**Clock network drawn from the DEF**

Bar = 20 um.
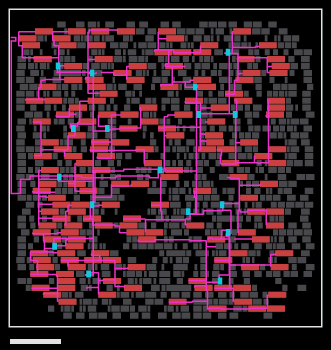
**Clock routing**

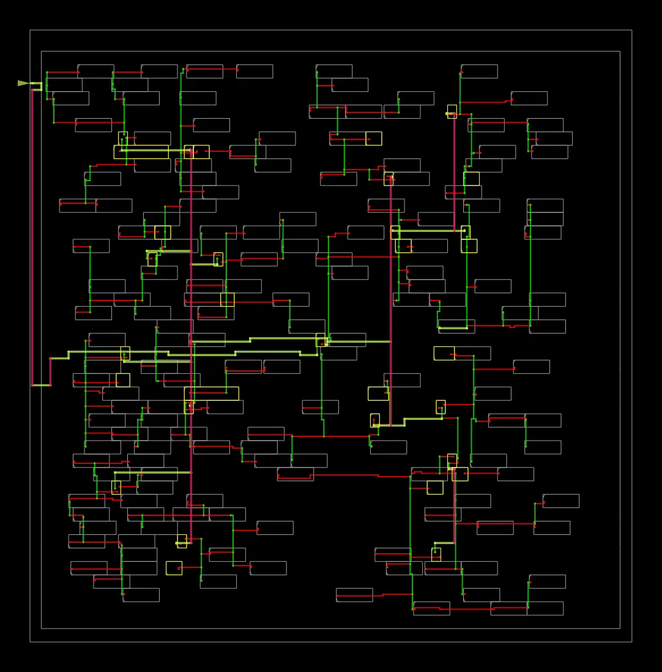
**Wiring by layer**

Bar = 20 um. Two of the layers only.
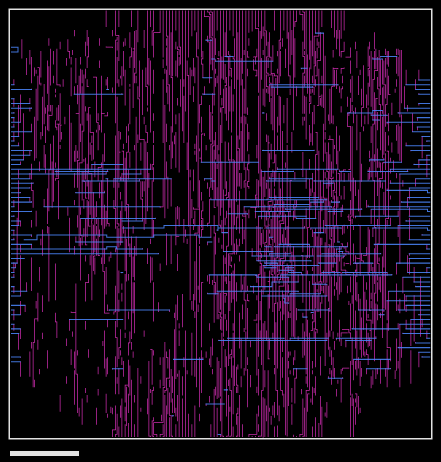
==> config.mk <==
export PLATFORM = sky130hd
export DESIGN_NAME = mem_bus_controller_flat
export DESIGN_NICKNAME = d
export VERILOG_FILES = /design/src/rtl/mem_bus_controller_if.sv /design/src/rtl/mem_bus_controller.sv /design/src/flat_wrapper.sv
export SDC_FILE = /design/constraint.sdc
export NUM_CORES = 1
export LEC_CHECK = 0
export ABC_AREA = 0
export CAP_MARGIN = 5
export CORE_AREA = 2 2 120 122
export CTS_BUF_LIST = sky130_fd_sc_hd__clkbuf_2
export CTS_CLUSTER_DIAMETER = 100
export DETAILED_ROUTE_END_ITERATION = 16
export DIE_AREA = 0 0 122 124
export MAX_ROUTING_LAYER = met4
export PLACE_DENSITY_LB_ADDON = 0.15
export SYNTH_ARGS = -nofsm -noshare
export SYNTH_HDL_FRONTEND = slang
export SYNTH_SLANG_ARGS = --single-unit
==> constraint.sdc <==
create_clock -name clk -period 3.9 [get_ports clk]
set_input_delay 0.585 -clock clk [delete_from_list [all_inputs] [get_ports clk]]
set_output_delay 0.585 -clock clk [all_outputs]
set_load 0.01 [all_outputs]
==> results_slide.txt <==
Flow Results at a Glance

Routing
  • # DRC: 0
  • TritonRoute pass-1 iters: 5
  • DR iter-0 viols: 792
  • Via-per-instance ratio: ~5.7
  • Post-DRT Antenna Nets: 0

Synthesis
  • Cell area after synthesis: 0.00701 mm^2
  • # Cells Yosys: ~800
  • Synth warnings: 0
  • Ys flop type: dfxtp_1
  • Post-synth EDFFs: 0
  • Gate Count Post-Synth: roughly 800
  • Async SR Flop Fraction: 0
  • YS chip area: 0.00701 mm^2
  • Ys flops: 161
  • Post-Syn Nets: ~900
  • Synth unique cells: 41
  • Syn_area_per_cell: 8.75 um^2

Setup path
  • Crit path depth: 8
  • Crit end category: flip-flop
  • Crit path max fanout: approximately 48
  • CP top delay family: simple AND/OR/NAND/NOR gates
  • Critical path type: in -> reg
  • Worst Reg2Reg Path Length in Cells: 9
  • Startpoint Class: input port
  • CP bufs+invs: 2
  • Slowest-stage cell, CP: or2_2
  • Critical path arrival: 3.23 ns
  • Crit-path cells: clkdlybuf4s50_1 -> inv_1 -> ha_1 -> and4b_1 -> o2111a_1 -> or2_2 -> nand3_1 -> a21boi_0
  • R2R setup slack: 1.47 ns

STA
  • Max Freq: 395 MHz
  • RSZ-0062 raised after global routing: no
  • Final setup viols: 0
  • Max-slew violation count: 0
  • Fin. Hold Viols: 0
  • Minimum clock period: ~2.5 ns
  • Tcrit/Tclk final: 0.649
  • Setup TNS Final: 0 ns
  • Worst slew pin tran: just over 1 ns

Global routing
  • Grt ovf: 0
  • Pin count of the biggest net entering global routing: 121
  • Initial antenna violation count: 1
  • First-pass GRT wire length: between 30000 and 40000 um
  • Vias in the first global route: 6024

Die
  • Top-Level Pins: 227
  • Total core area: 0.0137 mm^2
  • Chip area: roughly 0.015 mm^2
  • Initial core utilization: 0.511
  • Die width: roughly 120 um

Clock network
  • Clock slew at reported path FFs: 0.24 ns
  • CTS tree: done
  • CTS Hold Bufs: 0
  • Clock tree buffer depth: 2
  • CTS root buffer: clkbuf_2
  • Htree depth: 4
  • CTS resizes: 0

Cells and area
  • Logic cell area: about 0.0034 mm^2
  • Most instantiated logic cell after routing: clkdlybuf4s50_1
  • Fin cells: 1173
  • Final Cell Area: between 0.009 and 0.01 mm^2
  • P&R area growth vs syn: 36.1%
  • Layout cells sized above 1: 0.0585
  • Dominant logic cell types in the final layout: clkdlybuf4s50_1 (225), dfxtp_1 (161), nand2_1 (125)
  • Register Area: 0.00322 mm^2

Power and ir drop
  • VDD IR max: 214 uV
  • Leakage power: 3.36 nW
  • PwrDens: 408 mW/mm^2

Job
  • Max Cap Viol: 0
  • OpenROAD warnings: 33

Placement
  • Placed Instances: around 1100
  • DP Area: roughly 0.009 mm^2
  • Port Buf Inserts: 226
  • Final HPWL from detailed placement: 14700 um

Hold path
  • Hold crit path type: in -> reg
  • Depth of the worst hold-timing path: 3

Run status
  • Status: finished clean
Back to the opening pictures, 'clock network drawn from the DEF':
- magenta: clock wires (length 1770 um)
- red: flip-flops (count 161)
- cyan: clock-net drivers (count 17)
- routed clock nets: 18
- flops lie: all over the die
skew final: 0.0256 ns
P_clk: 0.958 mW
clk_lat worst skew: 0.78 ns
Clock power frac: 0.246

Back to the opening pictures, 'clock routing':
layout clock buffer count: 17
CTS buffer count: 17
sequential cells: 161
CTS Sinks: 161

Back to the opening pictures, 'wiring by layer':
- blue: M3 (wire length 1870 um)
- magenta: M2 (wire length 10000 um)
GRT Overall Usage: 0.289
wire per inst: 18.4 um
Routed WL: 21600 um
total number of vias: 6670

-- metrics by stage --
step	utilization	hold slack, ns	power, mW	setup slack (ns)
after floorplan	-	0.412	2.48	1.63
after global placement	0.676	0.417	2.93	0.676
after detailed placement	0.676	0.417	2.95	0.612
after CTS	0.695	0.310	3.90	1.41
after global routing	0.695	0.340	4.07	1.22
final	0.695	0.367	3.89	1.37
-- cells in the mapped netlist, types with 2 or more instances --
| cell | count | share of area |
|---|---|---|
| ha_1 | 7 | 0.013 |
| o311ai_0 | 26 | 0.033 |
| a31oi_1 | 24 | 0.021 |
| inv_1 | 4 | 0.0021 |
| nand3b_1 | 33 | 0.035 |
| and3_1 | 11 | 0.0098 |
| nand2_1 | 125 | 0.067 |
| nand2b_1 | 2 | 0.0018 |
| nor4_1 | 2 | 0.0018 |
| a21oi_1 | 15 | 0.011 |
| buf_6 | 2 | 0.0032 |
| nand4_1 | 8 | 0.0071 |
| or3_1 | 48 | 0.043 |
| a32oi_1 | 8 | 0.010 |
| a21boi_1 | 60 | 0.064 |
| a22oi_1 | 12 | 0.013 |
| buf_1 | 4 | 0.0021 |
| nand3_1 | 33 | 0.024 |
| and2_1 | 42 | 0.038 |
| a21boi_0 | 16 | 0.017 |
| o21ai_0 | 34 | 0.024 |
| nor2_1 | 18 | 0.0096 |
| clkbuf_1 | 56 | 0.030 |
| or2_2 | 2 | 0.0018 |
| buf_2 | 13 | 0.0093 |
| mux2i_1 | 5 | 0.0071 |
| o311ai_1 | 6 | 0.0075 |
| and4_1 | 2 | 0.0025 |
| buf_4 | 7 | 0.0075 |
| nor2b_1 | 5 | 0.0045 |
| dfxtp_1 | 161 | 0.46 |
-- layer usage --
layer | track usage | up-vias | share of wire
met1 | 0.386 | 3079 | 0.43
met5 | - | - | 0
met3 | 0.0554 | 44 | 0.087
met4 | 0.0984 | 0 | 0.022
li1 | - | 3217 | -
met2 | 0.442 | 330 | 0.46
-- cells by family (layout without fill, tap and decap cells) --
logic type                 count (synthesis)  in the layout  share of synthesized area
and+or+nand+nor                          334            334                      0.250
AOI/OAI and AO/OA                        207            207                      0.215
DFF                                      161            161                      0.460
buffers and inverters                     87            278                     0.0550
adders and majority gates                  7              7                     0.0125
muxes                                      5              5                    0.00714
other                                      0              1                          0
-- where the power goes --
group | switching (mW) | internal (mW) | leakage [nW]
clock network | 0.642 | 0.316 | 0.150
registers | 0.0831 | 1.78 | 1.31
logic | 0.520 | 0.552 | 1.90
-- final cells by class --
class	instances	area share
Antenna cell	1	0.000262
Clock buffer	17	0.00892
Clock inverter	15	0.0185
Inverter	4	0.00157
Multi-Input combinational cell	553	0.357
Sequential cell	161	0.338
Tap cell	180	0.0236
Timing Repair Buffer	242	0.252
-- worst register-to-register path: stages (launching register included) --
cell and delay (ns):
dfxtp_1 0.39, inv_1 0.09, ha_1 0.32, nand2_1 0.13
a41oi_2 0.16, buf_4 0.34, and4_1 0.24, buf_4 0.33
nand3_1 0.15, a21boi_0 0.23
Power and IR drop assume default switching activity.
